--- src/rtl/br_resolve_sched.sv ---
// Branch-resolution scheduler: issues one wrong/correct resolution per cycle to the mask controller.
// Optional macro BR_RESOLVE_BYPASS_EN lets a lone correct skip an empty queue for 1-cycle latency.
`ifndef BR_STATE_W
`define BR_STATE_W 2
`endif
`ifndef BR_PR_CORRECT
`define BR_PR_CORRECT 2'b01
`endif
`ifndef BR_PR_WRONG
`define BR_PR_WRONG 2'b10
`endif

module br_resolve_sched #(
  parameter int BR_MASK_W = 5,
  parameter int NUM_SRC   = 2,
  parameter int Q_DEPTH   = 4
) (
  input  logic                           clk,
  input  logic                           rst,
  input  logic [NUM_SRC-1:0]             res_valid_i,
  input  logic [NUM_SRC-1:0]             res_wrong_i,
  input  logic [NUM_SRC*BR_MASK_W-1:0]   res_bit_i,
  input  logic [NUM_SRC*BR_MASK_W-1:0]   res_mask_i,
  output logic [`BR_STATE_W-1:0]         br_state_o,
  output logic [BR_MASK_W-1:0]           br_bit_o,
  output logic [BR_MASK_W-1:0]           br_mask_o,
  output logic                           stall_o,
  output logic [$clog2(Q_DEPTH):0]       q_count_o
);
  localparam int CW = $clog2(Q_DEPTH) + 1;
  localparam logic [CW-1:0] QD       = CW'(Q_DEPTH);
  localparam logic [CW-1:0] STALL_TH = CW'(Q_DEPTH - NUM_SRC);

  logic [BR_MASK_W-1:0] q_bit_q  [Q_DEPTH];
  logic [BR_MASK_W-1:0] q_mask_q [Q_DEPTH];
  logic [BR_MASK_W-1:0] q_bit_d  [Q_DEPTH];
  logic [BR_MASK_W-1:0] q_mask_d [Q_DEPTH];
  logic [CW-1:0]        cnt_q, cnt_d;
  logic                 stall_q;
  logic [`BR_STATE_W-1:0] state_q, state_d;
  logic [BR_MASK_W-1:0] bit_q, bit_d, mask_q, mask_d;

  logic [NUM_SRC-1:0]   vw, vc;
  logic                 wr_any, wr_found, pop, byp;
  logic [BR_MASK_W-1:0] wr_bit, wr_mask, byp_bit, byp_mask, sq_bit, clr_bit;
  logic [CW-1:0]        n;

  assign vw = res_valid_i & res_wrong_i;
  assign vc = res_valid_i & ~res_wrong_i;
  assign wr_any = |vw;
  assign pop = !wr_any && (cnt_q != '0);

`ifdef BR_RESOLVE_BYPASS_EN
  assign byp = !wr_any && (cnt_q == '0) && (vc != '0) && ((vc & (vc - 1'b1)) == '0);
`else
  assign byp = 1'b0;
`endif

  // Oldest wrong: its mask depends on no other same-cycle wrong; fallback is lowest index.
  always_comb begin
    logic older;
    wr_found = 1'b0;
    wr_bit   = '0;
    wr_mask  = '0;
    for (int i = NUM_SRC - 1; i >= 0; i--) begin
      if (vw[i]) begin
        wr_bit  = res_bit_i[i*BR_MASK_W +: BR_MASK_W];
        wr_mask = res_mask_i[i*BR_MASK_W +: BR_MASK_W];
      end
    end
    for (int i = 0; i < NUM_SRC; i++) begin
      older = 1'b1;
      for (int j = 0; j < NUM_SRC; j++) begin
        if (j != i && vw[j] &&
            ((res_mask_i[i*BR_MASK_W +: BR_MASK_W] & res_bit_i[j*BR_MASK_W +: BR_MASK_W]) != '0))
          older = 1'b0;
      end
      if (vw[i] && older && !wr_found) begin
        wr_found = 1'b1;
        wr_bit   = res_bit_i[i*BR_MASK_W +: BR_MASK_W];
        wr_mask  = res_mask_i[i*BR_MASK_W +: BR_MASK_W];
      end
    end
  end

  always_comb begin
    byp_bit  = '0;
    byp_mask = '0;
    for (int i = NUM_SRC - 1; i >= 0; i--) begin
      if (vc[i]) begin
        byp_bit  = res_bit_i[i*BR_MASK_W +: BR_MASK_W];
        byp_mask = res_mask_i[i*BR_MASK_W +: BR_MASK_W];
      end
    end
  end

  assign sq_bit  = wr_any ? wr_bit : '0;
  assign clr_bit = pop ? q_bit_q[0] : '0;

  // Compact survivors to the front (order kept), then append same-cycle corrects.
  always_comb begin
    n = '0;
    for (int k = 0; k < Q_DEPTH; k++) begin
      q_bit_d[k]  = '0;
      q_mask_d[k] = '0;
    end
    for (int k = 0; k < Q_DEPTH; k++) begin
      if ((CW'(k) < cnt_q) && !(pop && k == 0) && ((q_mask_q[k] & sq_bit) == '0)) begin
        q_bit_d[n[CW-2:0]]  = q_bit_q[k];
        q_mask_d[n[CW-2:0]] = q_mask_q[k] & ~clr_bit;
        n = n + CW'(1);
      end
    end
    for (int i = 0; i < NUM_SRC; i++) begin
      if (vc[i] && !byp && ((res_mask_i[i*BR_MASK_W +: BR_MASK_W] & sq_bit) == '0) && (n < QD)) begin
        q_bit_d[n[CW-2:0]]  = res_bit_i[i*BR_MASK_W +: BR_MASK_W];
        q_mask_d[n[CW-2:0]] = res_mask_i[i*BR_MASK_W +: BR_MASK_W] & ~clr_bit;
        n = n + CW'(1);
      end
    end
    cnt_d = n;
  end

  always_comb begin
    state_d = '0;
    bit_d   = '0;
    mask_d  = '0;
    if (wr_any) begin
      state_d = `BR_PR_WRONG;
      bit_d   = wr_bit;
      mask_d  = wr_mask;
    end else if (pop) begin
      state_d = `BR_PR_CORRECT;
      bit_d   = q_bit_q[0];
      mask_d  = q_mask_q[0];
    end else if (byp) begin
      state_d = `BR_PR_CORRECT;
      bit_d   = byp_bit;
      mask_d  = byp_mask;
    end
  end

  always_ff @(posedge clk) begin
    if (rst) begin
      cnt_q   <= '0;
      stall_q <= 1'b0;
      state_q <= '0;
      bit_q   <= '0;
      mask_q  <= '0;
    end else begin
      cnt_q   <= cnt_d;
      stall_q <= (cnt_d > STALL_TH);
      state_q <= state_d;
      bit_q   <= bit_d;
      mask_q  <= mask_d;
    end
  end

  // Entry payload needs no reset; occupancy alone defines which entries are live.
  always_ff @(posedge clk) begin
    for (int k = 0; k < Q_DEPTH; k++) begin
      q_bit_q[k]  <= q_bit_d[k];
      q_mask_q[k] <= q_mask_d[k];
    end
  end

  assign br_state_o = state_q;
  assign br_bit_o   = bit_q;
  assign br_mask_o  = mask_q;
  assign stall_o    = stall_q;
  assign q_count_o  = cnt_q;
endmodule

--- config.mk ---
export PLATFORM = sky130hd
export DESIGN_NAME = br_resolve_sched
export DESIGN_NICKNAME = d
export VERILOG_FILES = /design/src/rtl/br_resolve_sched.sv
export SDC_FILE = /design/constraint.sdc
export NUM_CORES = 1
export LEC_CHECK = 0
export ABC_CLOCK_PERIOD_IN_PS = 12400
export CORE_ASPECT_RATIO = 0.5
export CORE_MARGIN = 5
export CORE_UTILIZATION = 33
export CTS_BUF_LIST = sky130_fd_sc_hd__clkbuf_8
export DETAILED_ROUTE_END_ITERATION = 16
export GPL_TIMING_DRIVEN = 0
export MAX_ROUTING_LAYER = met4
export PLACE_DENSITY_LB_ADDON = 0.3
export REMOVE_ABC_BUFFERS = 1
export SKIP_LAST_GASP = 1
export SYNTH_ARGS = -nofsm -noshare
export SYNTH_HDL_FRONTEND = slang
export SYNTH_SLANG_ARGS = --single-unit
--- constraint.sdc ---
create_clock -name clk -period 12.4 [get_ports clk]
set_input_delay 2.48 -clock clk [delete_from_list [all_inputs] [get_ports clk]]
set_output_delay 2.48 -clock clk [all_outputs]
set_load 0.01 [all_outputs]
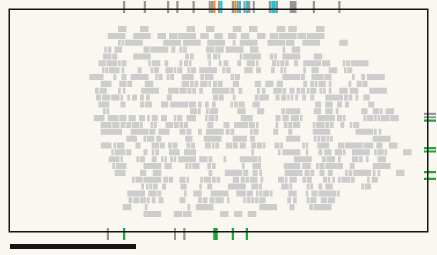
Figure 1: run 1, ports around the boundary.
The bar under the picture is 50 um long. Pins as bars across the die edge, other pins in gray.
color	port	pins	direction	edge
orange	res_valid_i	2	input	north
cyan	br_mask_o	5	output	north
green	res_bit_i	10	input	5 east, 5 south
all pins by edge	27 north, 8 south, 7 east

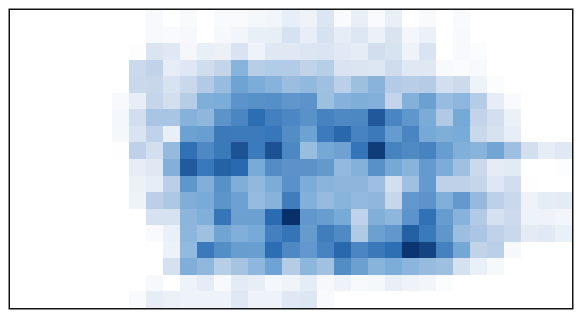
Figure 2: run 1, routed metal per tile.
The die is cut into 33 by 18 equal tiles; white is low, dark blue is high, scaled to the fullest tile. Values are wire area over tile area, all layers added.
tiles over half the peak	19%
mean over tiles	0.18
densest ninth of the die	center
nearly empty tiles	36%
fullest tile	0.78

==> flow_metrics.rpt, run 1 <==
PHYSICAL IMPLEMENTATION REPORT
----------------------------------------------------
[Status]
  Outcome ........................ finished, final reports clean

[Worst setup path]
  Startpoint of the worst register-to-register path ........................ q_mask_q[0][4]
  Number of cells on the worst reg-to-reg path ........................ 16
  Endpoint required time on the critical path ........................ ~13 ns
  Worst reg2reg endpoint ........................ stall_o
  Nature of the critical path startpoint ........................ input port
  Buf/Inv on CP ........................ 4
  Crit end category ........................ flop
  Capturing instance or port of the critical path ........................ stall_o
  Setup CP Type ........................ in2reg
  Minimum setup slack among reg-to-reg paths ........................ between 7 and 8 ns

[Power]
  Standby leakage power ........................ roughly 0.0017 uW
  Internal cell power ........................ approximately 270 uW
  Power of the clock network ........................ 106 uW
  Combinational Power Share ........................ 0.241
  Net Sw Power ........................ between 100 and 150 uW
  Power density over cell area ........................ 88.3 nW/um^2
  Final total power ........................ 403 uW
  Power in sequential cells ........................ approximately 200 uW
  Main power-consuming group ........................ sequential cells

[Clock network]
  Number of setup buffers added after CTS ........................ 0
  CTS sink count ........................ ~56
  H-tree level count ........................ 2
  Clock transition at the register clock pins on the worst setup and hold paths after CTS ........................ approximately 0.10 ns
  Clock root buffer master ........................ sky130_fd_sc_hd__clkbuf_8
  CTS tree ........................ yes

[Global routing]
  Vias in the first global route ........................ 4157
  Global Route met2 Usage ........................ 0.312
  First-pass GRT wire length ........................ 23.7 mm

[Floorplanning]
  Die Span Y ........................ just under 90 um
  Area of the placeable core ........................ 11800 um^2
  Die outline width ........................ between 150 and 200 um
  Site Rows ........................ 28

[Synth]
  Yosys warnings ........................ 0
  Sequential area share after synthesis ........................ 0.280
  Synth Area in Adders ........................ 0.0407
  Register bit count reported by yosys ........................ between 50 and 60
  Aoi/oai-family share of the synthesized area ........................ 0.327
  Number of flops mapped to enable cells by yosys ........................ 0
  AND/OR/NAND/NOR Cells, Area Fraction ........................ 0.248
  Largest family of logic cells by area ........................ AND-OR/OR-AND gates
  Top flip-flop cell by instance count after synthesis ........................ sky130_fd_sc_hd__dfxtp_1
  Xor/xnor share ........................ 0.0144
  Synthesized area per cell ........................ 7.56 um^2
  Ys async rst share ........................ 0
  Area of the synthesized netlist per yosys stat ........................ roughly 4000 um^2

[Cells and area]
  Non-clock buffer count ........................ between 40 and 50
  Comb area share ........................ 0.581
  Layout-stage area growth over the synthesis result ........................ 14.2%
  Final standard cell count with taps included and fillers excluded ........................ around 710
  Layout clock buffers ........................ 5
  Final cell area excluding filler cells ........................ between 4000 and 5000 um^2
  Comb area ........................ roughly 2700 um^2
  Finished Core Util ........................ 0.385
  Final antenna diode count ........................ 0
  Fraction of layout instances using a drive strength above 1 ........................ 0.0438
  Multi-input comb cells ........................ 420
  Seq/total area ........................ 0.246
  Most instantiated logic cell after routing ........................ sky130_fd_sc_hd__nand2_1

[Routing]
  Final Routed Wirelength ........................ about 15 mm
  Highest signal layer in the routed design ........................ met4
  Vias per inst ........................ between 6 and 7
  Count of antenna-violating nets left after detailed routing ........................ 0
  Overall via count from detail_route ........................ ~4400

[Flow run]
  OpenROAD warning count ........................ 33

[STA]
  Max transition margin ........................ 0.209
  Skew final ........................ roughly 0.013 ns
  Final setup margin ........................ 3.34 ns
  Post-layout minimum cycle time ........................ a little over 9 ns
  Total count of max-transition violations in the final report ........................ 0
  Achievable frequency ........................ around 110 MHz
  Final tally of hold violations ........................ 0

[Placed design]
  Dpl cell area ........................ roughly 4500 um^2
  Number of buffers added on ports ........................ 41

[Worst hold path]
  Startpoint of the most critical hold path ........................ q_mask_q[0][1]
  Worst hold-check path type ........................ reg2reg

----------------------------------------------------
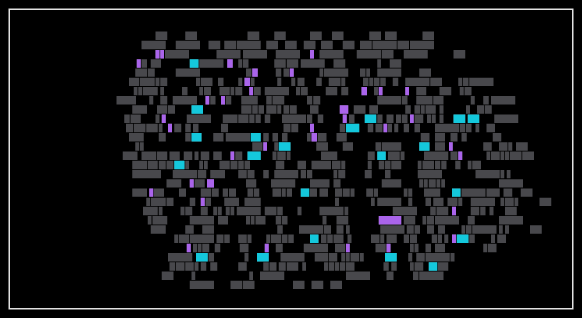
Figure 3: run 1, gate-type map.
color	family	cells
cyan	non-inverting ao/oa cells	21
purple	nor cells	37

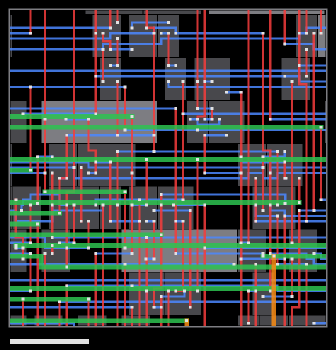
Figure 4: run 1, layout detail.
The bar under the picture is 5 um long. Window x 73 to 93, y 51 to 71 um. Cells in gray, sequential cells in the stronger gray; small squares are vias.
color	layer
blue	M1
orange	M4
green	M3
red	M2
sequential cells in the window	2
netlist names of flops here include	q_mask_q (2)
cells with their middle in the window	29
most frequent	a21oi_1 (6), nand2_1 (5), o21ai_0 (4)

--- run 2 (diff from run 1) ---
Settings changed: ABC_CLOCK_PERIOD_IN_PS 12400 to 9380.
Clock period 12.4 ns to 9.38 ns, I/O delays scaled along.
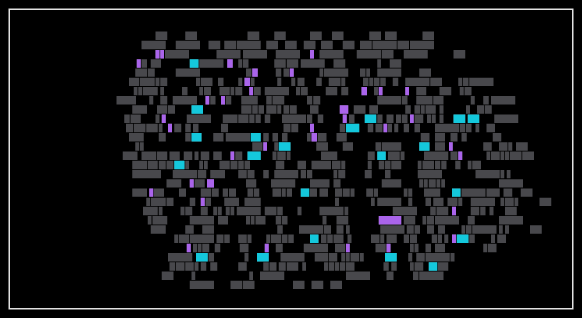
Figure 5: run 2, gate-type map.
color	family	cells
purple	nor cells	37
cyan	non-inverting ao/oa cells	21

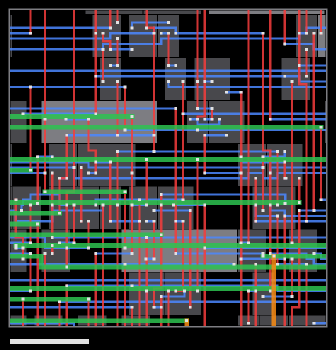
Figure 6: run 2, layout detail.
The bar under the picture is 5 um long. Window x 73 to 93, y 51 to 71 um. Cells in gray, sequential cells in the stronger gray; small squares are vias.
color	layer
orange	M4
green	M3
blue	M1
red	M2
sequential cells in the window	2
most frequent	a21oi_1 (6), nand2_1 (5), o21ai_0 (4)
netlist names of flops here include	q_mask_q (2)
cells with their middle in the window	29

==> run 2 against run 1 <==
  * Clock power grew 33%
  * Critical path depth unchanged
  * Total power rose by 32%
  * Area after synthesis is the same
  * Largest cell class unchanged
  * Cell area unchanged
  * Synthesized cell count unchanged
  * Routed wire length unchanged
  * Worst hold slack unchanged
  * First-iteration DRC count did not move
  * Combinational power rose by 32%
  * Via count did not move
==> flow_metrics.rpt, run 2 <==
PHYSICAL IMPLEMENTATION REPORT
----------------------------------------------------
[Status]
  Outcome ........................ finished, final reports clean

[Power]
  Power density over cell area ........................ between 100 and 150 nW/um^2
  Combinational Power Share ........................ 0.241
  Net Sw Power ........................ 179 uW
  Main power-consuming group ........................ sequential cells
  Power in sequential cells ........................ 264 uW
  Final total power ........................ approximately 530 uW
  Standby leakage power ........................ 0.00165 uW

[Cells and area]
  Most instantiated logic cell after routing ........................ sky130_fd_sc_hd__nand2_1
  Seq/total area ........................ 0.246
  Comb area ........................ about 2700 um^2
  Fraction of layout instances using a drive strength above 1 ........................ 0.0438
  Multi-input comb cells ........................ 420
  Non-clock buffer count ........................ 42
  Layout-stage area growth over the synthesis result ........................ 14.2%
  Final cell area excluding filler cells ........................ approximately 4600 um^2
  Final standard cell count with taps included and fillers excluded ........................ 713
  Comb area share ........................ 0.581
  Finished Core Util ........................ 0.385
  Layout clock buffers ........................ 5

[Worst setup path]
  Worst reg2reg endpoint ........................ stall_o
  Capturing instance or port of the critical path ........................ stall_o
  Crit end category ........................ flop
  Number of cells on the worst reg-to-reg path ........................ 16
  Startpoint of the worst register-to-register path ........................ q_mask_q[0][4]
  Arrival time at the worst endpoint ........................ 8.68 ns
  Endpoint required time on the critical path ........................ roughly 9.6 ns
  Most Frequent Cell on Critical Path ........................ sky130_fd_sc_hd__ha_1
  Minimum setup slack among reg-to-reg paths ........................ ~4 ns
  Nature of the critical path startpoint ........................ input port

[Synth]
  Number of flops mapped to enable cells by yosys ........................ 0
  Most frequently used cell type in the post-synthesis netlist ........................ sky130_fd_sc_hd__nand2_1
  Post-Synthesis Cells ........................ approximately 530
  Yosys warnings ........................ 0
  Register bit count reported by yosys ........................ approximately 56
  Area of the synthesized netlist per yosys stat ........................ 4000 um^2
  Aoi/oai-family share of the synthesized area ........................ 0.327
  AND/OR/NAND/NOR Cells, Area Fraction ........................ 0.248
  Synth Area in Adders ........................ 0.0407
  Ys async rst share ........................ 0
  Top flip-flop cell by instance count after synthesis ........................ sky130_fd_sc_hd__dfxtp_1
  Post-Synthesis Cell Area ........................ ~4000 um^2
  Xor/xnor share ........................ 0.0144
  Sequential area share after synthesis ........................ 0.280

[Clock network]
  CTS sink count ........................ around 56
  Number of setup buffers added after CTS ........................ 0
  Clock transition at the register clock pins on the worst setup and hold paths after CTS ........................ around 0.1 ns
  H-tree level count ........................ 2
  Clock root buffer master ........................ sky130_fd_sc_hd__clkbuf_8

[Routing]
  Final Routed Wirelength ........................ 15.2 mm
  Count of antenna-violating nets left after detailed routing ........................ 0
  Sum of met2 wire segment lengths after detailed routing ........................ between 6 and 7 mm
  Vias per inst ........................ between 6 and 7
  Overall via count from detail_route ........................ ~4400

[Floorplanning]
  Site Rows ........................ 28
  Die Span Y ........................ about 88 um
  Count of pins on the block boundary ........................ approximately 42

[Global routing]
  Vias in the first global route ........................ just over 4000
  Global Route met2 Usage ........................ 0.312
  Global routing met3 resource utilization ........................ 0.0717
  First-pass GRT wire length ........................ between 20 and 25 mm

[STA]
  Slew of the pin with the lowest slew margin ........................ between 1 and 1.5 ns
  Post-layout minimum cycle time ........................ 8.46 ns
  Portion of the clock cycle consumed by the worst path in the final layout ........................ 0.901
  Achievable frequency ........................ 118 MHz
  Final setup margin ........................ between 0.9 and 1 ns
  Max transition margin ........................ 0.209
  Total count of max-transition violations in the final report ........................ 0

[Flow run]
  Count of maximum capacitance violations ........................ 0
  OpenROAD warning count ........................ 33

[Worst hold path]
  Startpoint of the most critical hold path ........................ q_mask_q[0][1]
  Worst hold-check path type ........................ reg2reg

[Placed design]
  DP HPWL ........................ 10.5 mm
  Number of buffers added on ports ........................ 41

----------------------------------------------------
--- run 3 (diff from run 2) ---
Settings changed: CTS_BUF_LIST sky130_fd_sc_hd__clkbuf_8 to not set, CTS_CLUSTER_DIAMETER set to 50.
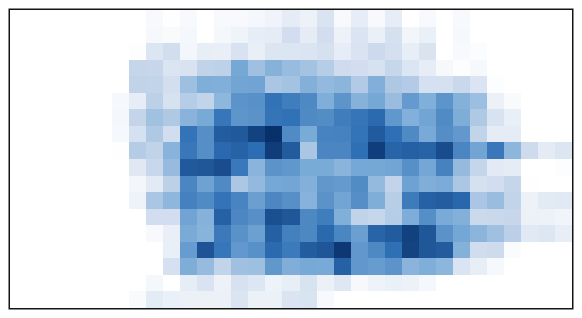
Figure 7: run 3, routed metal per tile.
The die is cut into 33 by 18 equal tiles; white is low, dark blue is high, scaled to the fullest tile. Values are wire area over tile area, all layers added.
tiles over half the peak	24%
nearly empty tiles	36%
mean over tiles	0.18
fullest tile	0.70

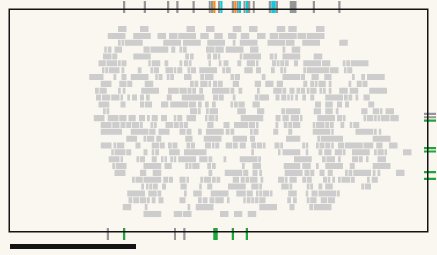
Figure 8: run 3, ports around the boundary.
The bar under the picture is 50 um long. Pins as bars across the die edge, other pins in gray.
color	port	pins	direction	edge
cyan	br_mask_o	5	output	north
green	res_bit_i	10	input	5 east, 5 south
orange	res_valid_i	2	input	north
all pins by edge	27 north, 8 south, 7 east

==> run 3 against run 2 <==
  * Via count grew 0.69%
  * Maximum frequency fell by 0.67%
  * Combinational power barely moved
  * Setup slack worse by 0.057 ns
  * Die area did not move
  * Largest power group unchanged
  * Highest routed layer unchanged
==> flow_metrics.rpt, run 3 <==
PHYSICAL IMPLEMENTATION REPORT
----------------------------------------------------
[Routing]
  Highest signal layer in the routed design ........................ met4
  DR WL met3 ........................ ~1.9 mm
  Final Routed Wirelength ........................ approximately 15 mm
  Iteration-0 DRC count of the detailed router ........................ just under 500
  Post-route DRC ........................ 0
  Count of antenna-violating nets left after detailed routing ........................ 0
  Overall via count from detail_route ........................ 4392
  Vias per inst ........................ between 6 and 7
  Sum of met2 wire segment lengths after detailed routing ........................ between 6 and 7 mm

[Synth]
  Largest family of logic cells by area ........................ AND-OR/OR-AND gates
  Number of flops mapped to enable cells by yosys ........................ 0
  Ys async rst share ........................ 0
  Library cell occupying the most area in the post-synthesis netlist ........................ sky130_fd_sc_hd__dfxtp_1
  Synthesized area per cell ........................ between 7 and 8 um^2
  Xor/xnor share ........................ 0.0144
  Post-Synthesis Cell Area ........................ ~4000 um^2
  Largest cells by area ........................ sky130_fd_sc_hd__dfxtp_1 (28%), sky130_fd_sc_hd__nand2_1 (8.8%), sky130_fd_sc_hd__ha_1 (4.1%)
  Most frequently used cell type in the post-synthesis netlist ........................ sky130_fd_sc_hd__nand2_1
  Proportion of netlist area held by the largest area contributor ........................ 0.280
  Sequential area share after synthesis ........................ 0.280
  Register bit count reported by yosys ........................ approximately 56
  Number of distinct library cell variants in the gate-level netlist after synthesis ........................ approximately 64
  Area of the synthesized netlist per yosys stat ........................ 4000 um^2
  Yosys warnings ........................ 0
  Synth Area in Adders ........................ 0.0407
  Post-Synthesis Cells ........................ between 500 and 600
  AND/OR/NAND/NOR Cells, Area Fraction ........................ 0.248
  Top flip-flop cell by instance count after synthesis ........................ sky130_fd_sc_hd__dfxtp_1
  Aoi/oai-family share of the synthesized area ........................ 0.327
  Mux cell area share ........................ 0.0332

[STA]
  Portion of the clock cycle consumed by the worst path in the final layout ........................ 0.908
  Final tally of hold violations ........................ 0
  Slew of the pin with the lowest slew margin ........................ around 1.1 ns
  Post-layout minimum cycle time ........................ approximately 8.5 ns
  Max transition margin ........................ 0.243
  Total count of max-transition violations in the final report ........................ 0
  Skew final ........................ between 0.01 and 0.015 ns
  Final setup margin ........................ a little under 0.9 ns
  Achievable frequency ........................ 117 MHz
  TNS Setup ........................ 0 ns
  Final setup vio count ........................ 0
  Worst slack on hold paths ........................ 0.490 ns

[Cells and area]
  Non-clock buffer count ........................ approximately 42
  Layout-stage area growth over the synthesis result ........................ 15.6%
  Final standard cell count with taps included and fillers excluded ........................ about 710
  Post-layout net count ........................ 586
  Final cell area excluding filler cells ........................ around 4600 um^2
  Seq. cell area ........................ between 1000 and 1500 um^2
  Finished Core Util ........................ 0.390
  Seq Cell Count ........................ around 56
  Non-Clock Buffer Area Fraction ........................ 0.0899
  Comb area ........................ between 2000 and 3000 um^2
  Fraction of layout instances using a drive strength above 1 ........................ 0.0438
  Layout clock buffers ........................ 6
  Top cell class by occupied area ........................ logic gates
  Final antenna diode count ........................ 0
  Most frequently placed logic cells in the final layout ........................ sky130_fd_sc_hd__nand2_1 (94), sky130_fd_sc_hd__dfxtp_1 (56), sky130_fd_sc_hd__clkdlybuf4s50_1 (41), sky130_fd_sc_hd__a21oi_1 (32), sky130_fd_sc_hd__o21ai_0 (30)
  Comb area share ........................ 0.574
  Fillers ........................ about 1300
  Most instantiated logic cell after routing ........................ sky130_fd_sc_hd__nand2_1
  Non-Clock Inverter Count ........................ 22
  Seq/total area ........................ 0.243
  Multi-input comb cells ........................ 420

[Worst setup path]
  Worst reg2reg endpoint ........................ stall_o
  Most Frequent Cell on Critical Path ........................ sky130_fd_sc_hd__ha_1
  Startpoint of the worst setup timing path ........................ res_mask_i[0]
  Number of cells on the worst reg-to-reg path ........................ 16
  Capturing instance or port of the critical path ........................ stall_o
  Critical Path Max Stage Delay ........................ 0.68 ns
  Buf/Inv on CP ........................ 4
  Startpoint of the worst register-to-register path ........................ q_mask_q[0][4]
  Max FO, Critical Path ........................ 14
  Endpoint required time on the critical path ........................ 9.57 ns
  Nature of the critical path startpoint ........................ input port
  Arrival time at the worst endpoint ........................ ~8.7 ns
  Setup CP Type ........................ in2reg
  Crit end category ........................ flop
  Minimum setup slack among reg-to-reg paths ........................ about 4 ns
  Path length in cells of the critical path ........................ 21

[Worst hold path]
  Worst hold-check path type ........................ reg2reg
  Startpoint of the most critical hold path ........................ q_mask_q[0][1]
  Worst hold path cell count ........................ 2

[Power]
  Power of the clock network ........................ just under 200 uW
  Clock network fraction of total power ........................ 0.331
  Combinational Power Share ........................ 0.219
  Standby leakage power ........................ about 0.0017 uW
  Worst voltage drop across the vdd grid ........................ between 0.07 and 0.08 mV
  Main power-consuming group ........................ sequential cells
  Net Sw Power ........................ between 150 and 200 uW
  Final total power ........................ 586 uW
  Power in sequential cells ........................ 263 uW
  Power density over cell area ........................ 127 nW/um^2
  Relative contribution of sequential cells to total power ........................ 0.450
  Internal cell power ........................ 402 uW
  Combinational Power ........................ 129 uW
  Switching power share of the total ........................ 0.315

[Clock network]
  Clock transition at the register clock pins on the worst setup and hold paths after CTS ........................ approximately 0.07 ns
  Maximum root-to-sink buffer count ........................ 2
  Cts bufs inserted ........................ 5
  H-tree level count ........................ 2
  Clock root buffer master ........................ sky130_fd_sc_hd__clkbuf_16
  Count of cells resized by post-cts repair ........................ 0
  CTS tree ........................ yes
  CTS sink count ........................ between 50 and 60
  Number of setup buffers added after CTS ........................ 0
  Clock network latency to the later pin of the worst-skew pair ........................ around 0.3 ns

[Global routing]
  GR Layer Usage met1 ........................ 0.279
  Vias in the first global route ........................ between 4000 and 5000
  Antenna violations before repair ........................ 0
  Global routing met3 resource utilization ........................ 0.0649
  Global Route met2 Usage ........................ 0.312
  First-pass GRT wire length ........................ around 24 mm
  Remaining global-route overflow ........................ 0
  Top Usage Layer GRT ........................ met2

[Floorplanning]
  Count of pins on the block boundary ........................ 42
  Area of the placeable core ........................ 11800 um^2
  Die outline width ........................ ~170 um
  Site Rows ........................ 28
  Die Span Y ........................ approximately 90 um

[Flow run]
  Count of maximum capacitance violations ........................ 0
  OpenROAD warning count ........................ 33

[Placed design]
  Number of buffers added on ports ........................ 41
  Dpl cell area ........................ about 4500 um^2
  Post-placement cell count ........................ just over 700
  DP Worst Slack ........................ ~0.70 ns
  GP Congestion ........................ around 0.98
  DP HPWL ........................ around 11 mm

[Status]
  Outcome ........................ finished, final reports clean

----------------------------------------------------
Power figures rest on the tool's default switching activity, not on a simulated workload.
